### src/rtl/mole_scheduler.sv
// Popup scheduler: records {addr, loc} pairs, replays them against music_address.
// Optional MOLE_SCHEDULER_LOOP_EN: wraps to entry 0 when the song restarts.
module mole_scheduler #(
    parameter int DEPTH  = 16,
    parameter int ADDR_W = 23,
    parameter int LOC_W  = 3,
    parameter int IDX_W  = 4
) (
    input  logic              clk,
    input  logic              reset_n,
    input  logic              enable,
    input  logic              restart,
    input  logic              wr_en,
    input  logic [ADDR_W-1:0] wr_addr,
    input  logic [LOC_W-1:0]  wr_loc,
    input  logic              clear,
    input  logic [ADDR_W-1:0] music_address,
    output logic              mole_valid,
    output logic [LOC_W-1:0]  mole_location,
    input  logic              mole_ack,
    output logic [IDX_W:0]    count,
    output logic              full,
    output logic              overflow,
    output logic              done
);

    typedef enum logic [2:0] {
        IDLE,
        LOAD,
        WAIT_MATCH,
        ISSUE,
`ifdef MOLE_SCHEDULER_LOOP_EN
        WRAP,
`endif
        DONE
    } state_e;

`ifdef MOLE_SCHEDULER_LOOP_EN
    localparam state_e END_ST   = WRAP;
    localparam state_e EMPTY_ST = IDLE;
`else
    localparam state_e END_ST   = DONE;
    localparam state_e EMPTY_ST = DONE;
`endif

    localparam logic [IDX_W:0] DEPTH_C = (IDX_W+1)'(DEPTH);

    logic [ADDR_W-1:0] addr_mem [DEPTH];
    logic [LOC_W-1:0]  loc_mem  [DEPTH];

    state_e            state_q;
    logic [IDX_W:0]    idx_q;
    logic [IDX_W:0]    idx_d;
    logic [IDX_W:0]    count_q;
    logic              overflow_q;
    logic [ADDR_W-1:0] cur_addr_q;
    logic [LOC_W-1:0]  cur_loc_q;
    logic              valid_q;
    logic [LOC_W-1:0]  loc_q;
    logic              full_d;
    logic              wr_ok;

    assign full_d = (count_q == DEPTH_C);
    assign idx_d  = idx_q + 1'b1;
    assign wr_ok  = wr_en & ~enable & ~full_d & ~clear;

    assign mole_valid    = valid_q;
    assign mole_location = loc_q;
    assign count         = count_q;
    assign full          = full_d;
    assign overflow      = overflow_q;
    assign done          = (state_q == DONE);

    // Table storage; contents are only read below count so need no reset.
    always_ff @(posedge clk) begin
        if (wr_ok) begin
            addr_mem[count_q[IDX_W-1:0]] <= wr_addr;
            loc_mem[count_q[IDX_W-1:0]]  <= wr_loc;
        end
    end

    // Record bookkeeping plus the playback FSM with registered outputs.
    always_ff @(posedge clk or negedge reset_n) begin
        if (!reset_n) begin
            state_q    <= IDLE;
            idx_q      <= '0;
            count_q    <= '0;
            overflow_q <= 1'b0;
            cur_addr_q <= '0;
            cur_loc_q  <= '0;
            valid_q    <= 1'b0;
            loc_q      <= '0;
        end else if (clear) begin
            state_q    <= IDLE;
            idx_q      <= '0;
            count_q    <= '0;
            overflow_q <= 1'b0;
            valid_q    <= 1'b0;
            loc_q      <= '0;
        end else begin
            if (wr_en && !enable) begin
                if (full_d) overflow_q <= 1'b1;
                else        count_q    <= count_q + 1'b1;
            end
            if (!enable) begin
                state_q <= IDLE;
                idx_q   <= '0;
                valid_q <= 1'b0;
                loc_q   <= '0;
            end else if (restart) begin
                idx_q   <= '0;
                valid_q <= 1'b0;
                loc_q   <= '0;
                state_q <= (count_q != '0) ? LOAD : EMPTY_ST;
            end else begin
                unique case (state_q)
                    IDLE: begin
                        state_q <= (count_q != '0) ? LOAD : EMPTY_ST;
                    end
                    LOAD: begin
                        cur_addr_q <= addr_mem[idx_q[IDX_W-1:0]];
                        cur_loc_q  <= loc_mem[idx_q[IDX_W-1:0]];
                        state_q    <= WAIT_MATCH;
                    end
                    WAIT_MATCH: begin
                        if (music_address >= cur_addr_q) begin
                            valid_q <= 1'b1;
                            loc_q   <= cur_loc_q;
                            state_q <= ISSUE;
                        end
                    end
                    ISSUE: begin
                        if (mole_ack) begin
                            valid_q <= 1'b0;
                            loc_q   <= '0;
                            idx_q   <= idx_d;
                            state_q <= (idx_d < count_q) ? LOAD : END_ST;
                        end
                    end
`ifdef MOLE_SCHEDULER_LOOP_EN
                    WRAP: begin
                        if (music_address < addr_mem[0]) begin
                            idx_q   <= '0;
                            state_q <= LOAD;
                        end
                    end
`endif
                    DONE: begin
                        state_q <= DONE;
                    end
                    default: begin
                        state_q <= IDLE;
                    end
                endcase
            end
        end
    end

endmodule

### config.mk
export PLATFORM = sky130hd
export DESIGN_NAME = mole_scheduler
export DESIGN_NICKNAME = d
export VERILOG_FILES = /design/src/rtl/mole_scheduler.sv
export SDC_FILE = /design/constraint.sdc
export NUM_CORES = 1
export LEC_CHECK = 0
export ABC_AREA = 1
export ABC_CLOCK_PERIOD_IN_PS = 5800
export CELL_PAD_IN_SITES_DETAIL_PLACEMENT = 1
export CELL_PAD_IN_SITES_GLOBAL_PLACEMENT = 2
export CORE_MARGIN = 1.5
export CORE_UTILIZATION = 46
export CTS_CLUSTER_DIAMETER = 200
export DETAILED_ROUTE_END_ITERATION = 10
export PLACE_DENSITY = 0.85
export SLEW_MARGIN = 20
export SYNTH_ARGS = -nofsm -noshare
export SYNTH_HDL_FRONTEND = slang
export SYNTH_SLANG_ARGS = --single-unit
### constraint.sdc
create_clock -name clk -period 5.8 [get_ports clk]
set_input_delay 1.16 -clock clk [delete_from_list [all_inputs] [get_ports clk]]
set_output_delay 1.16 -clock clk [all_outputs]
set_load 0.03 [all_outputs]
Fig. 1: run 1, metal layers overlaid
Bar = 50 µm.
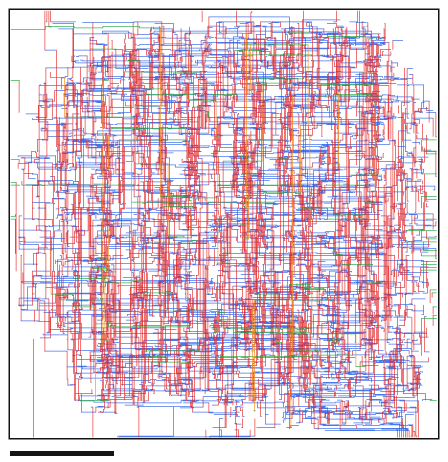
layer	color	wire length
metal 2	red	24.9 mm
metal 1	blue	21.6 mm
metal 4	orange	1450 µm
metal 3	green	2080 µm
Tot GR Track Use: 0.2434
routed wire length: 50.07 mm
wire length per cell: 24.08 µm
routed via count: 12230

Fig. 2: run 1, placement by cell class
Bar = 50 µm. Fill, decap, tap and diode cells in gray.
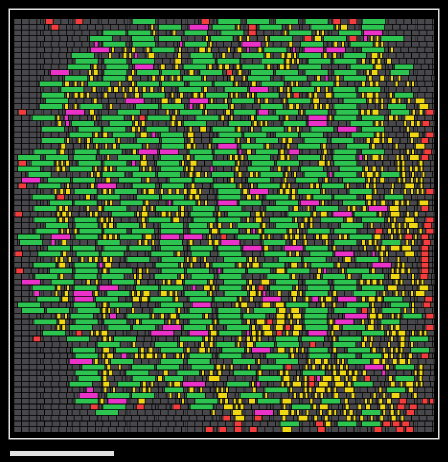
class	color	cells
other buffers and delay cells	red	83
clock drivers and dummy loads	magenta	89
combinational and other logic	yellow	922
flops	green	460

Fig. 3: run 1, placement view
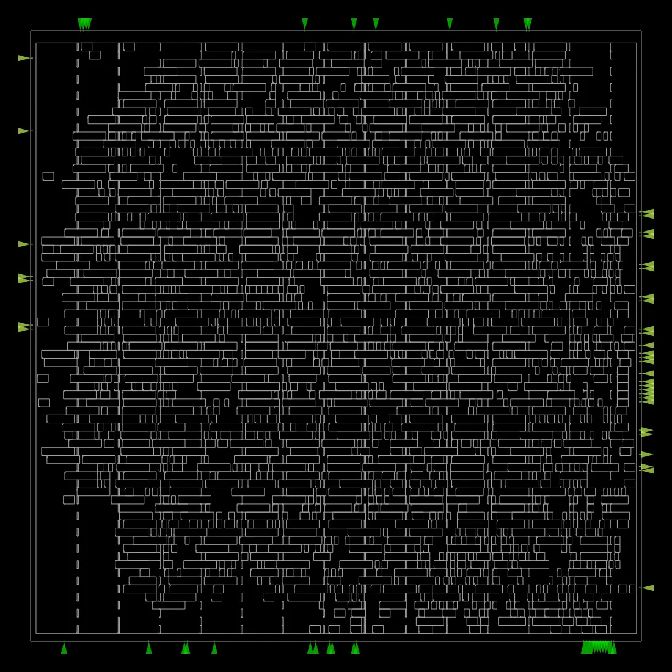
Final Util: 0.5346
sequential share of cell area: 0.6344

run 1: how the worst min path moves through the flow:
stage | to | depth (start not counted) | slack (ns)
after global placement | mole_location[2] | 2 | 0.46
after CTS | mole_location[0] | 2 | 0.48
final | mole_location[0] | 2 | 0.47
after floorplan | idx_q[4] | 2 | 0.48
after global routing | mole_location[0] | 2 | 0.52
after detailed placement | mole_location[0] | 2 | 0.46
run 1: cell usage after synthesis, types with 2 or more instances:
| cell | number |
|---|---|
| o22ai_1 | 35 |
| inv_1 | 57 |
| nand2_1 | 62 |
| clkbuf_1 | 38 |
| buf_6 | 15 |
| nand2_2 | 3 |
| buf_4 | 8 |
| clkinv_1 | 2 |
| inv_2 | 6 |
| xor2_1 | 3 |
| o21ai_1 | 41 |
| o221ai_1 | 69 |
| o21ai_0 | 197 |
| nor2_4 | 3 |
| buf_2 | 20 |
| nand3_1 | 48 |
| a31oi_1 | 26 |
| a21oi_1 | 14 |
| edfxtp_1 | 416 |
| nand4_1 | 9 |
| clkbuf_2 | 6 |
| nor2_2 | 2 |
| dfrtp_1 | 44 |
| nor3_1 | 9 |
| ha_1 | 32 |
| nor2_1 | 296 |
run 1: logic make-up (layout without fill, tap and decap cells):
logic type | Yosys count | count (layout) | synth area share
compound gates | 386 | 386 | 0.1213
xor+xnor | 3 | 3 | 0.001394
fa+ha+maj | 32 | 32 | 0.02123
buf+inv | 154 | 237 | 0.04054
flops | 460 | 460 | 0.7209
simple gates | 436 | 436 | 0.09463
run 1: power breakdown:
part / internal (mW) / total [mW] / switching, mW
Sequential: 3.68 / 3.74 / 0.0642
Combinational: 0.170 / 0.485 / 0.315
Clock: 1.75 / 3.04 / 1.28
Total: 5.61 / 7.27 / 1.66
==> Slide: Implementation Results, run 1 <==
Run Summary

Hold path
  – Hold path startpoint: mole_location[0]
  – Worst hold path type: reg -> reg

Layout
  – Layout clock area frac: 0.07191
  – Buffer share of cell area: 0.03666
  – Fin area: approximately 0.021 mm²
  – Top cell excl fill/tap: edfxtp_1
  – Final-layout fill cell count: between 4000 and 5000
  – Area of the multi-input gates: 0.004603 mm²
  – N_diodes: 0
  – Signal inverters: 65
  – Clk_buf instances: around 60
  – Non-filler cells, final: 2079
  – Largest class: registers
  – Top Layout Cells: edfxtp_1, nor2_1, o21ai_0
  – Flop count: 460
  – Largest register FFs: 368
  – Nets: 1603
  – Ratio of cells with drive above 1 in the final layout: 0.08301
  – Combinational gates: 857
  – Area growth syn-to-layout: 13.68%
  – Register Area: 0.01360 mm²
  – Comb/total area: 0.2147
  – Signal buffers: between 80 and 90

Final timing
  – Final hold vios: 0
  – Hold slack: 0.4736 ns
  – Worst setup margin: 2.114 ns
  – Final setup violation count: 0
  – Unrepaired setup endpoints after global routing: no
  – FMAX: 271.3 MHz
  – Final Skew: 0.02933 ns
  – Setup TNS: 0 ns
  – Pins Over Slew Limit: 0
  – Max-slew headroom: 0.2894
  – Final worst path period need: approximately 3.7 ns
  – Cycle use final: 0.6355
  – Worst Tran Pin Value: 1.063 ns

Synth
  – Cell type with the largest total area: edfxtp_1
  – Syn_area_per_cell: ~13 µm²
  – Synth Net Count: 1559
  – Ys async rst share: 0.09565
  – Seq share, synth: 0.7209
  – Synth Instances: 1471
  – EDFF count, synth: about 420
  – Yosys cell count: 1471
  – Chip Area, Yosys: 0.01886 mm²
  – Flops after synth: between 400 and 500
  – Top cell area share: 0.6625
  – Top cells by area: edfxtp_1, nor2_1, dfrtp_1
  – Synth unique cells: 36
  – Synth Warn #: 0
  – Most used DFF post-synth: edfxtp_1
  – Mapped Area: 0.01886 mm²

Worst setup path
  – CP top delay family: buffers and inverters
  – Critical Path End: full
  – Worst reg-to-reg setup slack: 2.65 ns
  – Worst r2r dst: addr_mem[2][11]
  – Worst path cell trace: inv_1 -> ha_1 -> inv_1 -> nor2_4 -> inv_1 -> nor2_2 -> clkdlybuf4s50_1
  – FF-to-FF path depth: 11
  – Critical Path RT: 4.64 ns
  – R2r startpoint: count[0]
  – CP max FO: 5
  – CP max stage cell: clkdlybuf4s50_1
  – Worst Setup End Kind: output port
  – Kind of critical path: reg -> out
  – WP buf/inv: 4
  – Cell mode on critical path: inv_1
  – Crit path depth: 7
  – Crit path DAT: 2.53 ns
  – CP peak stage delay: 0.70 ns
  – Worst setup SP type: flop
  – CP startpoint: count[1]

Routing
  – Vias/cell: 5.885
  – ANT nets after route: 0
  – DRC: 0
  – M1 WL: 21.60 mm
  – Drt pass-1 iters: 4
  – Detail Route met3 WL: approximately 2.1 mm
  – Met2 WL: 24.94 mm
  – Top sig layer: met4
  – DR iter-0 viols: 929

CTS
  – CTS root buffer: clkbuf_16
  – Setup bufs post-CTS: 0
  – Post-cts sizing count: 0
  – Num CTS Buffers: 48
  – Clk sinks: 460
  – CTS H-tree lvls: 2
  – Reg clk slew, reported paths: 0.06 ns
  – Clock Path Buffers: 3
  – CTS tree: built
  – Hold Buf Count CTS: 0
  – Clk_lat worst skew: 0.59 ns

Placed design
  – Port buffer count: 67
  – Area after DPL: roughly 0.02 mm²
  – DP Wirelength: 28.39 mm
  – Placer Congestion: about 0.76
  – Number of instances in the placed design: between 1500 and 2000
  – Pre-CTS worst setup slack: between 1.5 and 2 ns

Floorplan
  – Site Rows: 73
  – Starting Density: 0.4702
  – Core area: around 0.040 mm²
  – Ports: around 68
  – Die area: between 0.04 and 0.05 mm²
  – Tap Cells: 525
  – Die Ht: 205.5 µm
  – Die width: 205.5 µm

GRT
  – M2 GR Usage: 0.4122
  – GR Util met1: 0.3258
  – Remaining Overflow, GRT: 0
  – Number of global-route vias before repair: 12870
  – Most Used Layer, Global Route: met2
  – Initial antenna violation count: 0
  – Largest net degree at the start of global routing: 130
  – Grt met3 use: 0.02787
  – First-pass GRT wire length: 76.52 mm

Power
  – Maximum vdd drop: between 0.2 and 0.25 mV
  – P per Cell Area: 339.0 mW/mm²
  – Total power: 7.266 mW
  – LEAKAGE: roughly 7.3 nW

Job
  – # Max-Cap Violations: 0
  – Tool warnings: 31

Status
  – Status: finished clean
## Run 2: what changed since run 1
--- a/config.mk
+++ b/config.mk
@@ -6,14 +6,14 @@
 export NUM_CORES = 1
 export LEC_CHECK = 0
 export ABC_AREA = 1
-export ABC_CLOCK_PERIOD_IN_PS = 5800
+export ABC_CLOCK_PERIOD_IN_PS = 3670
 export CELL_PAD_IN_SITES_DETAIL_PLACEMENT = 1
 export CELL_PAD_IN_SITES_GLOBAL_PLACEMENT = 2
 export CORE_MARGIN = 1.5
-export CORE_UTILIZATION = 46
+export CORE_UTILIZATION = 43
 export CTS_CLUSTER_DIAMETER = 200
 export DETAILED_ROUTE_END_ITERATION = 10
-export PLACE_DENSITY = 0.85
+export PLACE_DENSITY = 0.8
 export SLEW_MARGIN = 20
 export SYNTH_ARGS = -nofsm -noshare
 export SYNTH_HDL_FRONTEND = slang
==> constraint.sdc (replaced) <==
create_clock -name clk -period 3.67 [get_ports clk]
set_input_delay 0.734 -clock clk [delete_from_list [all_inputs] [get_ports clk]]
set_output_delay 0.734 -clock clk [all_outputs]
set_load 0.03 [all_outputs]
Fig. 4: run 2, placement view
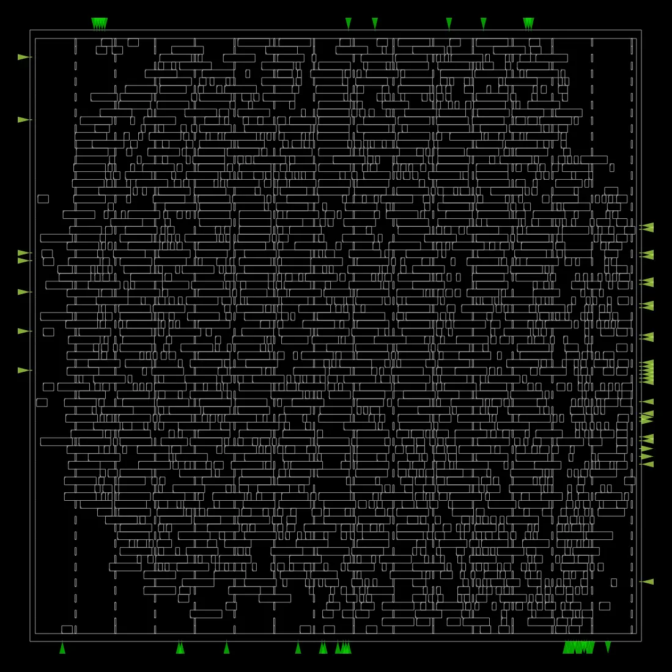
non-filler cells, final: 2159
sequential share of cell area: 0.6257
Site Rows: 76
final-layout fill cell count: 4409

==> run 2 against run 1 <==
- cell count up 3.8%
- worst hold slack lost 0.30 ns
- combinational power rose by 59%
- critical endpoint unchanged
- largest cell class unchanged
- largest power group unchanged
==> Slide: Implementation Results, run 2 <==
Run Summary

Final timing
  – Max-slew headroom: 0.3844
  – Final worst path period need: 3.269 ns
  – Unrepaired setup endpoints after global routing: no
  – Worst Tran Pin Value: 0.9234 ns
  – Final hold vios: 0
  – Hold slack: around 0.17 ns
  – Worst setup margin: 0.4005 ns
  – Pins Over Slew Limit: 0

Synth
  – Most frequent cell after synthesis: edfxtp_1
  – Synth Warn #: 0
  – Top cell area share: 0.6625
  – Top cells by area: edfxtp_1, nor2_1, dfrtp_1
  – Chip Area, Yosys: 0.01886 mm²
  – Synth top cells by count: edfxtp_1, nor2_1, o21ai_0
  – Yosys cell count: 1471
  – Synth unique cells: 36
  – EDFF count, synth: approximately 420
  – Cell type with the largest total area: edfxtp_1
  – Syn_area_per_cell: 12.82 µm²
  – Seq share, synth: 0.7209
  – Synth Instances: roughly 1500
  – Most used DFF post-synth: edfxtp_1
  – Mapped Area: 0.01886 mm²

Routing
  – Drt pass-1 iters: 5
  – Routed via count: 12120
  – Routed wire length: 49.57 mm
  – Vias/cell: around 5.6
  – DR iter-0 viols: 810
  – DRC: 0
  – ANT nets after route: 0

Floorplan
  – Die Ht: 212.4 µm

CTS
  – Post-cts sizing count: 0
  – Clock Path Buffers: 3
  – Reg clk slew, reported paths: roughly 0.060 ns
  – Hold Buf Count CTS: 0

Placed design
  – Port buffer count: 67
  – DP Wirelength: about 29 mm
  – Placer Congestion: 0.7672

Worst setup path
  – CP max FO: 5
  – WP buf/inv: 4
  – Worst path cell trace: inv_1 -> ha_1 -> inv_1 -> nor2_4 -> inv_1 -> nor2_2 -> clkdlybuf4s50_1
  – Kind of critical path: reg -> out
  – CP max stage cell: clkdlybuf4s50_1
  – Worst setup SP type: flop

Power
  – Internal cell power: 8.849 mW
  – P per Cell Area: between 500 and 600 mW/mm²
  – LEAKAGE: 7.412 nW
  – Maximum vdd drop: roughly 0.37 mV
  – Comb power: roughly 770 µW
  – Pwr top: registers
  – Clk pwr share: 0.414
  – Sw Ratio: 0.2250

Hold path
  – Worst hold path type: in -> async

Layout
  – Top Layout Cells: edfxtp_1, nor2_1, o21ai_0
  – N_diodes: 0
  – Fin area: 0.02173 mm²
  – Top cell excl fill/tap: edfxtp_1

Job
  – # Max-Cap Violations: 0
  – Tool warnings: 34

GRT
  – Tot GR Track Use: 0.2261
  – Number of global-route vias before repair: 12800
  – First-pass GRT wire length: 75.84 mm
  – Largest net degree at the start of global routing: approximately 170

Status
  – Status: finished clean
## run 2: through the flow
| step | setup TNS, ns | std cells | total power [mW] | util |
|---|---|---|---|---|
| 4_1_cts | 0 | 2159 | 11.52 | 0.5034 |
| 6_report | 0 | 2159 | 11.42 | 0.5034 |
| 3_5_place_dp | 0 | 2069 | 6.809 | 0.4679 |
| 2_1_floorplan | -17.52 | 1471 | 6.445 | - |
| 5_1_grt | 0 | 2159 | 11.81 | 0.5034 |
| 3_3_place_gp | 0 | 2069 | 6.771 | 0.4679 |
## run 2: kinds of logic after synthesis
family                   count (synthesis)  synth area share
buffers and inverters                  154           0.04054
AND/OR/NAND/NOR                        436           0.09463
flip-flops                             460            0.7209
AND-OR/OR-AND                          386            0.1213
adder cells (fa/ha/maj)                 32           0.02123
XOR/XNOR                                 3          0.001394
## run 2: per-layer routing
metal | up-vias | wire, µm | GRT usage
met5 | - | 0 | 0
met4 | 0 | 1112 | 0.06505
met3 | 80 | 2302 | 0.03442
met2 | 291 | 24970 | 0.3947
met1 | 6177 | 21190 | 0.2919
li1 | 5573 | - | -
## run 2: worst paths after layout
path / startpoint / end / slack (ns) / cells past startpoint
worst max register to register: count[0] / addr_mem[14][0] / 0.86 / 12
worst max-delay path: count[1] / full / 0.40 / 7
min in group clk: mole_valid / mole_valid / 0.48 / 2
worst min-delay path: reset_n / count[4] / 0.17 / 1
max in group asynchronous: reset_n / idx_q[0] / 2.74 / 2
worst min register to register: mole_valid / mole_valid / 0.48 / 2
## run 2: area by class of cell
cell class                 count  area [µm²]
timing repair buffer         102        1016
multi-input combinational    857        4603
fill                        4409       21440
sequential                   460       13600
inverter                      65       249.0
tap                          585       732.0
clock inverter                15       98.84
clock buffer                  75        1436
Power is estimated from default activity; no workload was simulated.
